File: config.mk
export PLATFORM = sky130hd
export DESIGN_NAME = jtdsp16_rom_seq
export DESIGN_NICKNAME = d
export VERILOG_FILES = /design/src/rtl/jtdsp16_rom_seq.sv
export SDC_FILE = /design/constraint.sdc
export NUM_CORES = 1
export LEC_CHECK = 0
export CAP_MARGIN = 10
export CORE_AREA = 3 3 204 106
export CTS_CLUSTER_SIZE = 40
export DETAILED_ROUTE_END_ITERATION = 12
export DIE_AREA = 0 0 207 109
export PLACE_DENSITY = 0.69
export SLEW_MARGIN = 5
export SYNTH_ARGS = -nofsm -noshare
export SYNTH_HDL_FRONTEND = slang
export SYNTH_SLANG_ARGS = --single-unit
File: constraint.sdc
create_clock -name clk -period 9.74 [get_ports clk]
set_input_delay 0.974 -clock clk [delete_from_list [all_inputs] [get_ports clk]]
set_output_delay 0.974 -clock clk [all_outputs]
set_load 0.02 [all_outputs]
File: src/rtl/jtdsp16_rom_seq.sv
// JTDSP16 program sequencer: pc/ROM address, call stack, counted do-loop, table pointer and interrupt entry.
// Single-cycle, gated by cen. Define JTDSP16_IRQ_STK_EN to save the interrupt return address on the call stack instead of pi.
module jtdsp16_rom_seq #(
    parameter int AW      = 16,
    parameter int JW      = 12,
    parameter int SD      = 4,
    parameter int IRQ_VEC = 1
) (
    input  logic                     rst,
    input  logic                     clk,
    input  logic                     cen,
    input  logic                     jmp,
    input  logic                     call,
    input  logic                     ret,
    input  logic                     iret,
    input  logic [JW-1:0]            j_field,
    input  logic                     halt,
    input  logic                     do_start,
    input  logic [7:0]               do_cnt,
    input  logic [3:0]               do_len,
    input  logic                     ext_irq,
    input  logic                     no_int,
    input  logic                     pt_load,
    input  logic [AW-1:0]            pt_din,
    input  logic                     pt_read,
    input  logic                     pt_step,
    input  logic                     i_load,
    input  logic [11:0]              i_din,
    output logic [AW-1:0]            rom_addr,
    output logic [AW-1:0]            pt_addr,
    output logic                     iack,
    output logic                     in_irq,
    output logic                     lp_active,
    output logic [$clog2(SD+1)-1:0]  stk_level,
    output logic                     stk_ovf,
    output logic                     stk_unf
);
    localparam int LW = $clog2(SD+1);
    localparam int PW = $clog2(SD);

    logic [AW-1:0] pc, pt, pi, lp_start, lp_end;
    logic [11:0]   i;
    logic [8:0]    lp_cnt;
    logic [AW-1:0] stk [SD];
    logic [PW-1:0] wp;
    logic [LW-1:0] level;

    logic [AW-1:0] pc_inc, jt, top, base_next, next_pc, wr_a_val, wr_b_val, pt_inc;
    logic [PW-1:0] wp_dec, wp_a, slot_b, wp_n;
    logic [LW-1:0] lvl_a, lvl_n;
    logic [LW:0]   lvl_sum;
    logic [1:0]    npush;
    logic          enter_int, pop_req, pop, unf_set, ovf_set, lp_back, lp_exit;
    logic          wr_a_en, wr_b_en;

    function automatic logic [PW-1:0] ptr_inc(input logic [PW-1:0] p);
        return (p == PW'(SD-1)) ? '0 : p + 1'b1;
    endfunction

    assign pc_inc    = pc + 1'b1;
    assign jt        = {pc[AW-1:JW], j_field};
    assign wp_dec    = (wp == '0) ? PW'(SD-1) : wp - 1'b1;
    assign top       = stk[wp_dec];
    assign enter_int = ext_irq & ~in_irq & ~no_int & ~lp_active & ~halt;
    assign pt_inc    = pt_step ? {{(AW-12){i[11]}}, i} : AW'(1);

    // base_next is the target with interrupt entry ignored; it becomes the interrupt return address.
    always_comb begin
        base_next = pc_inc;
        pop_req   = 1'b0;
        lp_back   = 1'b0;
        lp_exit   = 1'b0;
        if (iret) begin
`ifdef JTDSP16_IRQ_STK_EN
            pop_req = 1'b1;
`else
            base_next = pi;
`endif
        end else if (jmp || call) begin
            base_next = jt;
        end else if (ret) begin
            pop_req = 1'b1;
        end else if (lp_active && pc == lp_end && !halt) begin
            if (lp_cnt > 9'd1) begin
                base_next = lp_start;
                lp_back   = 1'b1;
            end else begin
                lp_exit = 1'b1;
            end
        end else if (halt) begin
            base_next = pc;
        end
        pop     = 1'b0;
        unf_set = 1'b0;
        if (pop_req) begin
            if (level != '0) begin
                base_next = top;
                pop       = 1'b1;
            end else begin
                base_next = pc_inc;
                unf_set   = 1'b1;
            end
        end
        next_pc = enter_int ? AW'(IRQ_VEC) : base_next;
    end

    // Stack update: pop first, then up to two pushes (call return, then interrupt return).
    always_comb begin
        wp_a     = pop ? wp_dec : wp;
        lvl_a    = pop ? level - 1'b1 : level;
        slot_b   = ptr_inc(wp_a);
        wr_a_en  = call;
        wr_a_val = pc_inc;
        wr_b_en  = 1'b0;
        wr_b_val = base_next;
`ifdef JTDSP16_IRQ_STK_EN
        if (enter_int) begin
            if (call) begin
                wr_b_en = 1'b1;
            end else begin
                wr_a_en  = 1'b1;
                wr_a_val = base_next;
            end
        end
`endif
        npush   = {1'b0, wr_a_en} + {1'b0, wr_b_en};
        lvl_sum = {1'b0, lvl_a} + (LW+1)'(npush);
        ovf_set = lvl_sum > (LW+1)'(SD);
        lvl_n   = ovf_set ? LW'(SD) : lvl_sum[LW-1:0];
        case (npush)
            2'd1:    wp_n = slot_b;
            2'd2:    wp_n = ptr_inc(slot_b);
            default: wp_n = wp_a;
        endcase
    end

    always_ff @(posedge clk or posedge rst) begin
        if (rst) begin
            pc        <= '0;
            pt        <= '0;
            i         <= '0;
            pi        <= '0;
            lp_start  <= '0;
            lp_end    <= '0;
            lp_cnt    <= '0;
            lp_active <= 1'b0;
            wp        <= '0;
            level     <= '0;
            stk_ovf   <= 1'b0;
            stk_unf   <= 1'b0;
            iack      <= 1'b0;
            in_irq    <= 1'b0;
            for (int k = 0; k < SD; k++) stk[k] <= '0;
        end else if (cen) begin
            pc   <= next_pc;
            iack <= enter_int;
            if (enter_int) begin
                in_irq <= 1'b1;
`ifndef JTDSP16_IRQ_STK_EN
                pi     <= base_next;
`endif
            end else if (iret) begin
                in_irq <= 1'b0;
            end

            if (wr_a_en) stk[wp_a] <= wr_a_val;
            if (wr_b_en) stk[slot_b] <= wr_b_val;
            wp    <= wp_n;
            level <= lvl_n;
            if (ovf_set) stk_ovf <= 1'b1;
            if (unf_set) stk_unf <= 1'b1;

            if (do_start && !lp_active) begin
                lp_start  <= pc_inc;
                lp_end    <= pc + AW'((do_len == 4'd0) ? 4'd1 : do_len);
                lp_cnt    <= (do_cnt == 8'd0) ? 9'd256 : {1'b0, do_cnt};
                lp_active <= 1'b1;
            end else if (lp_back) begin
                lp_cnt <= lp_cnt - 1'b1;
            end else if (lp_exit) begin
                lp_active <= 1'b0;
            end

            if (pt_load)      pt <= pt_din;
            else if (pt_read) pt <= pt + pt_inc;
            if (i_load) i <= i_din;
        end
    end

    assign rom_addr  = pc;
    assign pt_addr   = pt;
    assign stk_level = level;
endmodule

==> Implementation_results.wiki, run 1 <==
=== Synthesis and place and route ===
{| class="wikitable"
! Metric !! Value
|-
| Net switching power figure || 1.083 mW
|-
| TritonCTS clock tree || yes
|-
| Number of standard cells after synthesis || 1063
|-
| Total Power Consumption || 2.886 mW
|-
| Category of the worst setup path launch point || primary input
|-
| Count of boundary I/O pins || 107
|-
| Initial drt markers || 658
|-
| Critical-path maximum fanout || 31
|-
| Top cell type's share of synthesized area || 0.4390
|-
| Tool warning count || 31
|-
| Floorplan-stage core utilization || 0.5079
|-
| Wire length of the first global-routing pass || 43170 um
|-
| Power density over cell area || 246.3 nW/um2
|-
| Clock-pin slew on the worst setup and hold paths || 0.07 ns
|-
| Most used standard cells in the synthesized netlist || sky130_fd_sc_hd__dfrtp_1 (175), sky130_fd_sc_hd__nand2_1 (172), sky130_fd_sc_hd__o21ai_0 (145)
|-
| Final hold viol count || 0
|-
| Global route total overflow || 0
|-
| Number of placement rows || 36
|-
| Total GRT Usage || 0.2401
|-
| Synthesis-to-finish area growth || 17.49%
|-
| Number of warnings printed during yosys synthesis || 0
|-
| Endpoint class of the critical path || flip-flop
|-
| Top post-synthesis cells by area || sky130_fd_sc_hd__dfrtp_1 (44%), sky130_fd_sc_hd__o21ai_0 (7.3%), sky130_fd_sc_hd__nand2_1 (6.5%)
|-
| Routed vias || 8198
|-
| Via count of the first global-routing pass || 7991
|-
| Number of optimization iterations in the first detailed-route pass || 7
|-
| Max Clk Rate || 235.0 MHz
|-
| Proportion of register bits with asynchronous set or reset after synthesis || 1.000
|-
| Post-Route Setup TNS || 0 ns
|-
| Most common reg cell || sky130_fd_sc_hd__dfrtp_1
|-
| Result of the run || complete, no violations
|-
| Post-route ant nets || 0
|-
| Leading cell type by number of instances after synthesis || sky130_fd_sc_hd__dfrtp_1
|-
| Final Max-Slew Violation Tally || 0
|-
| Unrepaired setup endpoints after global routing || false
|-
| Worst ir drop on vdd || 135.8 uV
|-
| Post-synth cell types || 74
|-
| Final cycle utilization of the critical path || 0.4369
|-
| Summed standard-cell area reported by yosys || 9975 um2
|-
| Number of buffers inserted by hold repair at cts || 0
|-
| Worst-Skew Late Latency || 0.45 ns
|-
| Area of the die || 22560 um2
|-
| Number of gates resized after cts || 0
|-
| P_leak || 5.021 nW
|-
| EDFF count, synth || 0
|-
| Portion of total power attributed to sequential cells || 0.405
|-
| Antenna violations before repair || 0
|-
| Worst setup skew after layout || 0.01012 ns
|-
| Max capacitance violation total || 0
|-
| Smallest hold slack || 0.4591 ns
|-
| Clock network power share || 0.238
|-
| Total half-perimeter wirelength after legalization and detailed placement || 18310 um
|-
| Number of buffer cells added on primary ports || 106
|-
| Maximum level of the CTS H-tree || 4
|-
| Portion of total power attributed to combinational logic || 0.357
|-
| Final routed wirelength across all metal layers || 26570 um
|-
| Post-Syn Area || 9975 um2
|-
| Number of nets in the final layout || 1225
|-
| TritonCTS buffer count || 17
|-
| Switching share of power || 0.3754
|-
| Maximum number of pins on one net before global-route repair || 97
|-
| Data required time at the worst endpoint || 10.07 ns
|-
| Actual transition at the worst max-transition pin || 1.145 ns
|-
| Vias per cell || 5.839
|-
| Setup slack after layout || 5.485 ns
|-
| Die W || 207 um
|-
| Path category of the worst min-delay check || reg -> reg
|-
| Diodes inserted || 0
|-
| Cell internal pwr || 1.803 mW
|-
| Final cell utilization of the core || 0.5967
|-
| Cells in synth_stat.txt || 1063
|-
| Post-Place Worst Slack || 5.103 ns
|-
| Per-instance average area after synthesis || 9.383 um2
|-
| Worst Path Class, Setup || in -> reg
|}
==> run 1: layer usage <==
metal	vias to the layer above	wire (um)	track usage
met4	0	486	0.07450
met1	3984	12570	0.3369
met5	-	0	0
met3	41	1528	0.04944
met2	274	11990	0.3802
li1	3899	-	-
==> run 1: critical path, stage by stage <==
cell                              delay, ns
sky130_fd_sc_hd__clkdlybuf4s50_1       0.61
sky130_fd_sc_hd__nor2_1                0.39
sky130_fd_sc_hd__nand2_1               0.27
sky130_fd_sc_hd__nor2_1                0.17
sky130_fd_sc_hd__buf_4                 0.31
sky130_fd_sc_hd__o21ai_0               0.23
sky130_fd_sc_hd__inv_1                 0.13
sky130_fd_sc_hd__ha_1                  0.16
sky130_fd_sc_hd__nand3_1               0.76
sky130_fd_sc_hd__mux2_2                0.58
==> run 1: worst paths after layout <==
| check | cells past startpoint | endpoint | startpoint | slack, ns |
|---|---|---|---|---|
| min reg2reg | 1 | stk_unf | stk_unf | 0.46 |
| max | 10 | stk[1] | call | 5.48 |
| max reg2reg | 8 | stk[49] | wp[0] | 6.24 |
| min in group asynchronous | 2 | pt_addr[0] | rst | 1.12 |
| max in group asynchronous | 3 | stk[12] | rst | 7.11 |
| min | 1 | stk_unf | stk_unf | 0.46 |
==> run 1: state kept, by name, indices dropped and copies added, names as in the netlist, 9 cells and up <==
register and flops:
lp_start 16, lp_cnt 9, pi 16, pt_addr 16, stk 64, i 12, lp_end 16, rom_addr 16
==> run 1: logic make-up (layout without fill, tap and decap cells) <==
kind of cell	after synthesis	after routing	share of synthesized area
simple gates	339	339	0.1623
compound gates	301	301	0.1840
flops	175	175	0.4390
buf+inv	102	177	0.04215
xor+xnor	60	60	0.05268
mux	53	53	0.07689
fa+ha+maj	33	33	0.04290
==> run 1: placed cells by master (no fill, tap or decap), types with 25 or more instances in the layout <==
master                            instances
sky130_fd_sc_hd__xnor2_1                 42
sky130_fd_sc_hd__mux2_2                  25
sky130_fd_sc_hd__nand2_1                171
sky130_fd_sc_hd__clkdlybuf4s50_1        106
sky130_fd_sc_hd__dfrtp_1                175
sky130_fd_sc_hd__a21oi_1                 41
sky130_fd_sc_hd__nor3_1                  25
sky130_fd_sc_hd__o21ai_0                145
sky130_fd_sc_hd__ha_1                    31
sky130_fd_sc_hd__inv_1                   30
sky130_fd_sc_hd__nor2_1                  40
==> run 1: layout make-up <==
cell class | instances | area (um2)
well taps | 266 | 332.8
multi-input cells | 786 | 5181
inverters | 31 | 121.4
fillers | 1722 | 7920
repair buffers | 114 | 1129
flip-flops and latches | 175 | 4379
clock buffers | 17 | 425.4
clock inverters | 15 | 150.1
==> run 1: power by group through the flow <==
stage	sequential, mW	combinational, mW	clock (mW)
floorplan	1.15	0.713	0
global placement	1.16	0.991	0
detailed placement	1.18	1.02	0
CTS	1.17	1.03	0.692
global route	1.20	1.15	0.727
finish	1.17	1.03	0.686
==> run 1: through the flow <==
| step | cell area [um2] | std cells |
|---|---|---|
| after global routing | 11720 | 1404 |
| after global placement | 11130 | 1371 |
| after floorplan | 9975 | 1063 |
| after detailed placement | 11130 | 1371 |
| final | 11720 | 1404 |
| after CTS | 11700 | 1403 |
**Run 1: local utilization**

Drawn at 2 px/um. The die is cut into 21 by 11 equal tiles; white is low, dark blue is high, 0 to 100% covered.
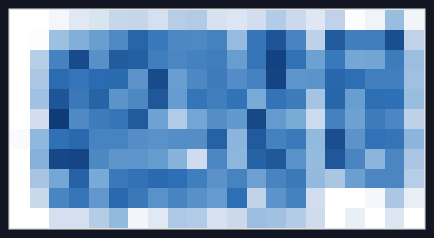
- nearly empty tiles: 8.2%
- tiles over 75% full: 15%
- mean over tiles: 51%
- fullest tile: 96%

**Run 1: PDN straps and rails**

Drawn at 3 px/um. Pins as bars on the die edge.
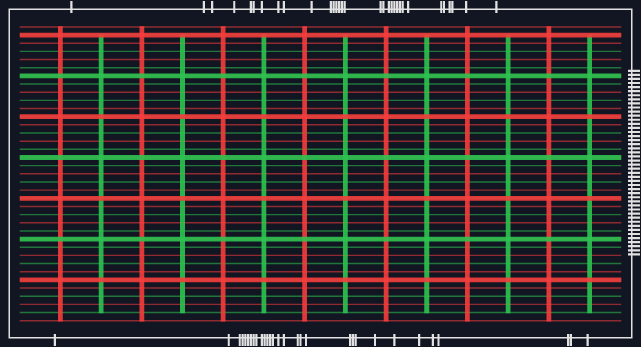
- VSS: red
- VDD: green
- met4 straps: 14
- met5 straps: 7
- rows: 36
- met1 rails: 37
- signal pins: 107
placeable core region: 19640 um2
DIE HEIGHT: 109 um

**Run 1: metal 4**

Drawn at 2 px/um.
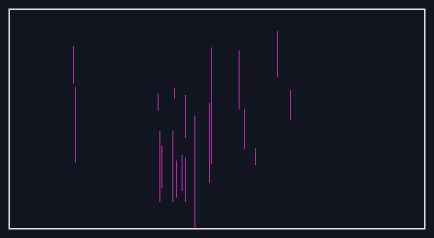
- wire length on this layer: 487 um
- nets with wire on the layer: 15
- longest straight run: 57.8 um
- share of all routed wire: 1.8%

## Run 2: what changed since run 1
--- a/config.mk
+++ b/config.mk
@@ -10,7 +10,7 @@
 export CTS_CLUSTER_SIZE = 40
 export DETAILED_ROUTE_END_ITERATION = 12
 export DIE_AREA = 0 0 207 109
-export PLACE_DENSITY = 0.69
+export PLACE_DENSITY = 0.72
 export SLEW_MARGIN = 5
 export SYNTH_ARGS = -nofsm -noshare
 export SYNTH_HDL_FRONTEND = slang
==> constraint.sdc (replaced) <==
create_clock -name clk -period 3.5 [get_ports clk]
set_input_delay 0.35 -clock clk [delete_from_list [all_inputs] [get_ports clk]]
set_output_delay 0.35 -clock clk [all_outputs]
set_load 0.02 [all_outputs]
==> Implementation_results.wiki, run 2 <==
=== Synthesis and place and route ===
{| class="wikitable"
! Metric !! Value
|-
| Data required time at the worst endpoint || 3.83 ns (-6.24 ns)
|-
| Per-instance average area after synthesis || 9.383 um2 (unchanged)
|-
| Most used logic cell in the final layout || sky130_fd_sc_hd__dfrtp_1
|-
| Post-synth cell types || 74 (unchanged)
|-
| Number of buffer cells added on primary ports || 106 (unchanged)
|-
| Clk sinks || 175
|-
| Total GRT Usage || 0.2519 (+0.01172)
|-
| Count of buffers added by post-CTS timing repair for setup || 0
|-
| Power density over cell area || 681.4 nW/um2 (+180%)
|-
| Number of optimization iterations in the first detailed-route pass || 5 (-2)
|-
| Synthesis-to-finish area growth || 20.48%
|-
| Max capacitance violation total || 0 (unchanged)
|-
| Register-to-Register Path Depth || 7 (-1)
|-
| Cell Area, Placed || 11420 um2 (+2.7%)
|-
| CP Data Arrival Time || 3.20 ns
|-
| Die W || 207 um (unchanged)
|-
| Summed standard-cell area reported by yosys || 9975 um2 (unchanged)
|-
| Endpoint class of the critical path || flip-flop
|-
| Maximum buffer depth of the clock tree || 2
|-
| Critical path's largest stage delay || 0.71 ns (-0.05 ns)
|-
| RD Place Congestion || 0.8653
|-
| Number of standard cells after synthesis || 1063 (unchanged)
|-
| Cells in synth_stat.txt || 1063 (unchanged)
|-
| Post-synth top area cell || sky130_fd_sc_hd__dfrtp_1
|-
| TritonCTS buffer count || 17 (unchanged)
|-
| Post-Syn Area || 9975 um2 (unchanged)
|-
| Total half-perimeter wirelength after legalization and detailed placement || 19610 um (+7.1%)
|-
| Count of boundary I/O pins || 107 (unchanged)
|-
| Worst Path Class, Setup || reg -> reg
|-
| Via count of the first global-routing pass || 8465 (+5.9%)
|-
| Biggest register || stk
|-
| Top cell type's share of synthesized area || 0.4390 (unchanged)
|-
| Flip-flop count of the largest register, all copies and words added || 64 (unchanged)
|-
| WL per Instance || 19.30 um
|-
| Number of nets in the final layout || 1257 (+2.6%)
|-
| Max Clk Rate || 349.0 MHz
|-
| Area of the die || 22560 um2 (unchanged)
|-
| Maximum number of pins on one net before global-route repair || 64 (-34%)
|-
| Actual transition at the worst max-transition pin || 0.9235 ns (-0.2218 ns)
|-
| Final hold viol count || 0 (unchanged)
|-
| FF-to-FF setup slack || 0.64 ns (-5.60 ns)
|-
| EDFF count, synth || 0 (unchanged)
|-
| P_leak || 5.198 nW (+3.5%)
|-
| Root Buffer || sky130_fd_sc_hd__clkbuf_16
|-
| Post-route ant nets || 0 (unchanged)
|-
| Top Layout Cells || sky130_fd_sc_hd__dfrtp_1 (175), sky130_fd_sc_hd__nand2_1 (171), sky130_fd_sc_hd__o21ai_0 (145)
|-
| Number of warnings printed during yosys synthesis || 0 (unchanged)
|-
| Share of synthesized area occupied by flip-flops and latches || 0.4390
|-
| Top post-synthesis cells by area || sky130_fd_sc_hd__dfrtp_1 (44%), sky130_fd_sc_hd__o21ai_0 (7.3%), sky130_fd_sc_hd__nand2_1 (6.5%)
|-
| Number of gates resized after cts || 0 (unchanged)
|-
| Category of the worst setup path launch point || flip-flop
|-
| Global route total overflow || 0 (unchanged)
|-
| Most used standard cells in the synthesized netlist || sky130_fd_sc_hd__dfrtp_1 (175), sky130_fd_sc_hd__nand2_1 (172), sky130_fd_sc_hd__o21ai_0 (145)
|-
| Final worst path period need || 2.865 ns
|-
| Total Power Consumption || 8.189 mW (+180%)
|-
| Number of buffers inserted by hold repair at cts || 0 (unchanged)
|-
| Worst setup skew after layout || 0.007913 ns (-0.002208 ns)
|-
| Diodes inserted || 0 (unchanged)
|-
| Antenna violations before repair || 0 (unchanged)
|-
| End of the worst register-to-register path || rom_addr[11]
|-
| Critical-path maximum fanout || 11 (-65%)
|-
| Wire length of the first global-routing pass || 44910 um (+4.0%)
|-
| Final routed wirelength across all metal layers || 27720 um (+4.3%)
|-
| Total of endpoints with negative setup slack in the final report || 0
|-
| Maximum level of the CTS H-tree || 4 (unchanged)
|-
| Worst ir drop on vdd || 347.6 uV (+160%)
|-
| Worst-Skew Late Latency || 0.45 ns (about the same)
|-
| Tool warning count || 31 (unchanged)
|-
| RR Startpoint || rom_addr[6]
|-
| Area of all placed cells without fillers || 12020 um2 (+2.6%)
|-
| Slew margin rel. || 0.3830
|-
| Synth flops || 175
|-
| Smallest hold slack || 0.4550 ns (-0.004025 ns)
|-
| Vias per cell || 5.951 (+1.9%)
|-
| Number of nets in the synthesized netlist || 1163
|-
| Final Max-Slew Violation Tally || 0 (unchanged)
|-
| Number of placement rows || 36 (unchanged)
|-
| Placeable core region || 19640 um2 (unchanged)
|-
| Most common reg cell || sky130_fd_sc_hd__dfrtp_1
|-
| Routed vias || 8545 (+4.2%)
|-
| Initial drt markers || 711 (+8.1%)
|-
| Path category of the worst min-delay check || in -> async
|-
| Unrepaired setup endpoints after global routing || false
|-
| Proportion of register bits with asynchronous set or reset after synthesis || 1.000 (unchanged)
|-
| Number of design rule violations left after detail routing || 0
|-
| Post-Route Setup TNS || 0 ns (unchanged)
|-
| Critical-path top delay cell || sky130_fd_sc_hd__dfrtp_1
|-
| DIE HEIGHT || 109 um (unchanged)
|-
| Crit path cell chain || nand4_1 -> or2_2 -> nand2b_4 -> xnor2_1 -> o21ai_1 -> a221oi_2 -> a21oi_1
|-
| Clock-pin slew on the worst setup and hold paths || 0.07 ns (about the same)
|-
| Leading cell type by number of instances after synthesis || sky130_fd_sc_hd__dfrtp_1
|-
| Final cycle utilization of the critical path || 0.8186
|-
| TritonCTS clock tree || yes
|-
| Result of the run || complete, no violations
|-
| Layout cell share with drive strength beyond 1 || 0.1197
|}
run 2: area by class of cell:
type	instances	area (um2)
inverters	31	120.1
repair buffers	146	1411
well taps	266	332.8
multi-input cells	786	5181
clock inverters	15	167.7
flip-flops and latches	175	4379
fillers	1628	7621
clock buffers	17	425.4
run 2: worst max-delay path, delay by kind of cell, from the launching register on:
kind	cells	cell delay, ns
AOI/OAI and AO/OA	3	0.62
xor gates and xnor gates	1	0.51
DFF	1	0.71
and+or+nand+nor	3	0.90
run 2: worst max path at each step:
stage                            from           end  slack [ns]  depth (start not counted)
after floorplan                 wp[0]       stk[31]        0.51                         13
after global placement        pt_step   pt_addr[12]        0.40                         13
after detailed placement      pt_step   pt_addr[12]        0.30                         13
after CTS                 rom_addr[6]  rom_addr[14]        0.73                          7
after global routing          pt_step   pt_addr[12]        0.48                         13
final                     rom_addr[6]  rom_addr[11]        0.64                          7
run 2: logic make-up after synthesis:
logic type,Yosys count,share of synthesized area
AND-OR/OR-AND,301,0.1840
buffers and inverters,102,0.04215
flip-flops,175,0.4390
AND/OR/NAND/NOR,339,0.1623
adder cells (fa/ha/maj),33,0.04290
XOR/XNOR,60,0.05268
multiplexers,53,0.07689
run 2: metrics by stage:
step	setup WS, ns	std cells	util
2_1_floorplan	0.5097	1063	-
3_3_place_gp	0.4039	1404	0.5817
3_5_place_dp	0.2971	1404	0.5817
4_1_cts	0.7260	1436	0.6119
5_1_grt	0.4762	1436	0.6119
6_report	0.6351	1436	0.6119
run 2: where the power goes:
group | total [mW] | switching [mW] | leakage [nW] | internal, mW
sequential | 3.22 | 0.516 | 2.22 | 2.71
combinational | 3.02 | 1.65 | 2.68 | 1.37
clock | 1.95 | 0.931 | 0.296 | 1.02
run 2: layer usage:
layer | track usage | share of wire | up-vias
li1 | - | - | 3962
met4 | 0.07741 | 0.016 | 0
met5 | 0 | 0 | -
met3 | 0.06784 | 0.078 | 37
met1 | 0.3367 | 0.44 | 4193
met2 | 0.4072 | 0.47 | 353
**Run 2: local utilization**

Drawn at 2 px/um. The die is cut into 21 by 11 equal tiles; white is low, dark blue is high, 0 to 100% covered.
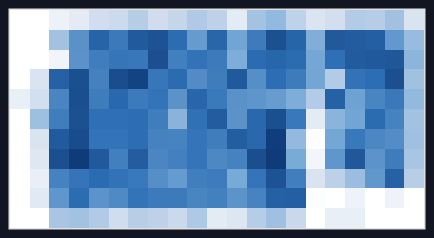
floorplan-stage core utilization: 0.5079
final cell utilization of the core: 0.6119

## Run 3: what changed since run 2
--- a/config.mk
+++ b/config.mk
@@ -10,7 +10,7 @@
 export CTS_CLUSTER_SIZE = 40
 export DETAILED_ROUTE_END_ITERATION = 12
 export DIE_AREA = 0 0 207 109
-export PLACE_DENSITY = 0.72
+export PLACE_DENSITY = 0.69
 export SLEW_MARGIN = 5
 export SYNTH_ARGS = -nofsm -noshare
 export SYNTH_HDL_FRONTEND = slang
==> constraint.sdc (replaced) <==
create_clock -name clk -period 2.8 [get_ports clk]
set_input_delay 0.28 -clock clk [delete_from_list [all_inputs] [get_ports clk]]
set_output_delay 0.28 -clock clk [all_outputs]
set_load 0.02 [all_outputs]
**Run 3: PDN straps and rails**

Drawn at 3 px/um. Pins as bars on the die edge.
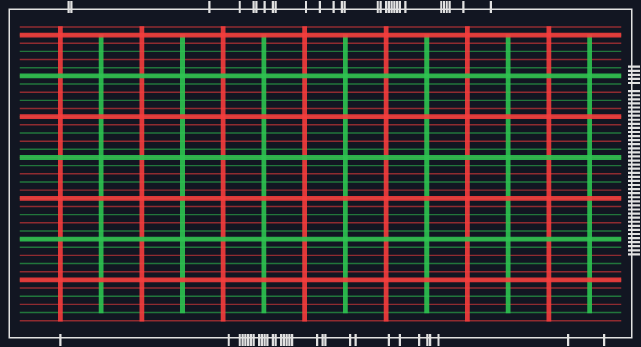
Die W: 207 um
worst ir drop on vdd: 442.0 uV

==> Implementation_results.wiki, run 3 <==
=== Synthesis and place and route ===
{| class="wikitable"
! Metric !! Value
|-
| Area of the die || 22560 um2 (unchanged)
|-
| Maximum buffer depth of the clock tree || 2 (unchanged)
|-
| Most Crowded Layer GR || met2
|-
| Max capacitance violation total || 0 (unchanged)
|-
| Post-synth top area cell || sky130_fd_sc_hd__dfrtp_1
|-
| Antenna violations before repair || 0 (unchanged)
|-
| Number of design rule violations left after detail routing || 0 (unchanged)
|-
| Clock network power share || 0.236 (-0.002)
|-
| End of the worst register-to-register path || lp_cnt[5]
|-
| Via count of the first global-routing pass || 8500 (+0.41%)
|-
| Top Layout Cells || sky130_fd_sc_hd__dfrtp_1 (175), sky130_fd_sc_hd__nand2_1 (171), sky130_fd_sc_hd__o21ai_0 (143)
|-
| Clock-pin slew on the worst setup and hold paths || 0.07 ns (about the same)
|-
| Total Power Consumption || 10.46 mW (+28%)
|-
| Final cell utilization of the core || 0.6340 (+0.02204)
|-
| Maximum level of the CTS H-tree || 4 (unchanged)
|-
| WL per Instance || 18.99 um (-1.6%)
|-
| Vias per cell || 5.737 (-3.6%)
|-
| TritonCTS clock tree || yes
|-
| Unrepaired setup endpoints after global routing || false
|-
| Post-Route Setup TNS || 0 ns (unchanged)
|-
| Critical-path maximum fanout || 10 (-1)
|-
| Most used standard cells in the synthesized netlist || sky130_fd_sc_hd__dfrtp_1 (175), sky130_fd_sc_hd__nand2_1 (172), sky130_fd_sc_hd__o21ai_0 (145)
|-
| Register-to-Register Path Depth || 8 (+1)
|-
| Slew margin rel. || 0.4419 (+0.05891)
|-
| Post-route ant nets || 0 (unchanged)
|-
| EDFF count, synth || 0 (unchanged)
|-
| Final Max-Slew Violation Tally || 0 (unchanged)
|-
| Floorplan-stage core utilization || 0.5079 (unchanged)
|-
| Final routed wirelength across all metal layers || 28280 um (+2.0%)
|-
| TritonCTS buffer count || 17 (unchanged)
|-
| Clk sinks || 175 (unchanged)
|-
| Count of boundary I/O pins || 107 (unchanged)
|-
| Max Clk Rate || 377.3 MHz (+8.1%)
|-
| Global route total overflow || 0 (unchanged)
|-
| Number of nets in the final layout || 1310 (+4.2%)
|-
| Global Route met2 Usage || 0.4098 (+0.002585)
|-
| CP Data Arrival Time || 2.96 ns (-0.24 ns)
|-
| Portion of total power attributed to sequential cells || 0.380 (-0.013)
|-
| Post-Syn Area || 9975 um2 (unchanged)
|-
| Critical path's largest stage delay || 0.52 ns (-0.19 ns)
|-
| Per-instance average area after synthesis || 9.383 um2 (unchanged)
|-
| Final worst path period need || 2.650 ns (-0.2148 ns)
|-
| Number of warnings printed during yosys synthesis || 0 (unchanged)
|-
| Worst-Skew Late Latency || 0.44 ns (about the same)
|-
| Leading cell type by number of instances after synthesis || sky130_fd_sc_hd__dfrtp_1
|-
| Category of the worst setup path launch point || flip-flop
|-
| Worst Path Class, Setup || reg -> reg
|-
| Biggest combinational cell group after synthesis || AND-OR/OR-AND gates
|-
| Cell internal pwr || 6.624 mW (+30%)
|-
| Most used logic cell in the final layout || sky130_fd_sc_hd__dfrtp_1
|-
| Worst setup skew after layout || 0.01057 ns (+0.002657 ns)
|-
| Number of placement rows || 36 (unchanged)
|-
| Data required time at the worst endpoint || 3.11 ns (-0.72 ns)
|-
| Power density over cell area || 840.4 nW/um2 (+23%)
|-
| Grt met1 use || 0.3590 (+0.02236)
|-
| Maximum number of pins on one net before global-route repair || 39 (-39%)
|-
| Post-synthesis simple-gate area fraction || 0.1623 (unchanged)
|-
| Synth flops || 175 (unchanged)
|-
| Adder Share, Synth || 0.04290 (unchanged)
|-
| Actual transition at the worst max-transition pin || 0.8353 ns (-0.08819 ns)
|-
| Post-synth cell types || 74 (unchanged)
|-
| Summed standard-cell area reported by yosys || 9975 um2 (unchanged)
|-
| Path category of the worst min-delay check || in -> async
|-
| Synthesis-to-finish area growth || 24.82%
|-
| Top post-synthesis cells by area || sky130_fd_sc_hd__dfrtp_1 (44%), sky130_fd_sc_hd__o21ai_0 (7.3%), sky130_fd_sc_hd__nand2_1 (6.5%)
|-
| XORs/XNORs by Area || 0.05268 (unchanged)
|-
| Global-route met3 utilization || 0.05289 (-0.01495)
|-
| Switching share of power || 0.3669 (-0.01121)
|-
| Critical-path top delay cell || sky130_fd_sc_hd__dfrtp_1
|-
| Total GRT Usage || 0.2582 (+0.006368)
|-
| MUX area fraction || 0.07689 (unchanged)
|-
| Cells in synth_stat.txt || 1063 (unchanged)
|-
| RD Place Congestion || 0.9415 (+8.8%)
|-
| Biggest register || stk
|-
| Root Buffer || sky130_fd_sc_hd__clkbuf_16
|-
| Number of optimization iterations in the first detailed-route pass || 5 (unchanged)
|-
| Endpoint class of the critical path || flip-flop
|-
| Crit path cell chain || xnor2_1 -> nand4_1 -> nor3_4 -> nand3_4 -> nor2_4 -> nand3_2 -> o311ai_0 -> o21ai_1
|-
| P_leak || 5.452 nW (+4.9%)
|-
| Number of standard cells after synthesis || 1063 (unchanged)
|-
| Initial drt markers || 718 (+0.98%)
|-
| Total of endpoints with negative setup slack in the final report || 0 (unchanged)
|-
| Routed vias || 8543 (-0.023%)
|-
| Portion of total power attributed to combinational logic || 0.383 (+0.015)
|-
| AND-OR/OR-AND share of the synthesized area || 0.1840 (unchanged)
|-
| Share of synthesized area occupied by flip-flops and latches || 0.4390 (unchanged)
|-
| Final cycle utilization of the critical path || 0.9465 (+0.1279)
|-
| Final hold viol count || 0 (unchanged)
|-
| Diodes inserted || 0 (unchanged)
|-
| Number of nets in the synthesized netlist || 1163 (unchanged)
|-
| Proportion of register bits with asynchronous set or reset after synthesis || 1.000 (unchanged)
|-
| Net switching power figure || 3.839 mW (+24%)
|-
| Total half-perimeter wirelength after legalization and detailed placement || 20870 um (+6.4%)
|-
| Result of the run || complete, no violations
|-
| Placeable core region || 19640 um2 (unchanged)
|-
| Top cell type's share of synthesized area || 0.4390 (unchanged)
|-
| FF-to-FF setup slack || 0.15 ns (-0.49 ns)
|-
| Tool warning count || 31 (unchanged)
|-
| Most common reg cell || sky130_fd_sc_hd__dfrtp_1
|-
| Flip-flop count of the largest register, all copies and words added || 64 (unchanged)
|-
| Number of buffer cells added on primary ports || 106 (unchanged)
|-
| RR Startpoint || rom_addr[1]
|-
| Layout cell share with drive strength beyond 1 || 0.1619 (+0.04224)
|-
| Wire length of the first global-routing pass || 45840 um (+2.1%)
|}
## run 3: cell type report
class | count | area [um2]
Clock buffer | 18 | 439.2
Clock inverter | 14 | 172.7
Fill cell | 1634 | 7188
Inverter | 31 | 120.1
Multi-Input combinational cell | 786 | 5210
Sequential cell | 175 | 4379
Tap cell | 266 | 332.8
Timing Repair Buffer | 199 | 1797
## run 3: worst max path at each step
stage                            from         end  slack [ns]  depth (start not counted)
after floorplan                 wp[0]     stk[15]       0.002                         13
after global placement        pt_step  pt_addr[9]       -0.16                         14
after detailed placement      pt_step  pt_addr[9]       -0.30                         14
after CTS                  lp_end[13]   lp_cnt[5]        0.11                          8
after global routing          pt_step  pt_addr[9]       0.003                         14
final                     rom_addr[1]   lp_cnt[5]        0.15                          8
## run 3: worst max-delay path, delay by kind of cell, from the launching register on
| family | cells | cell delay, ns |
|---|---|---|
| xor gates and xnor gates | 1 | 0.27 |
| DFF | 1 | 0.52 |
| AOI/OAI and AO/OA | 2 | 0.49 |
| and+or+nand+nor | 5 | 1.22 |
## run 3: metrics by stage
stage	instances	area, um2	hold WS (ns)	setup WS, ns
floorplan	1063	9983	0.4304	0.001998
global placement	1456	11800	0.4401	-0.1626
detailed placement	1456	11800	0.4641	-0.3047
CTS	1488	12410	0.3412	0.1078
global route	1489	12450	0.3662	0.003469
finish	1489	12450	0.3371	0.1499
## run 3: repair_timing
action,4_1_cts,5_1_grt
setup endpoints to repair,0,9
buffers inserted,0,1
hold buffers,0,0
gates resized,0,7
## run 3: kinds of logic (layout without fill, tap and decap cells)
logic type | count (synthesis) | in the layout
DFF | 175 | 175
muxes | 53 | 53
AOI/OAI and AO/OA | 301 | 301
xor gates and xnor gates | 60 | 60
and+or+nand+nor | 339 | 339
adders and majority gates | 33 | 33
buffers and inverters | 102 | 262
## run 3: power by group through the flow
stage / clock network (mW) / logic [mW] / registers, mW
finish: 2.47 / 4.01 / 3.98
global route: 2.63 / 4.43 / 4.09
CTS: 2.52 / 3.98 / 3.97
detailed placement: 0 / 3.95 / 4.00
global placement: 0 / 3.83 / 3.96
floorplan: 0 / 2.49 / 3.99
## run 3: layer usage
layer  vias up  part of all wire  wire [um]
met1      4149              0.46      13140
met5         -                 0          0
met4         0             0.020        552
li1       4074                 -          -
met3        38             0.064       1816
met2       282              0.45      12770
No activity file was given, so power comes from the tool's default toggle rates.
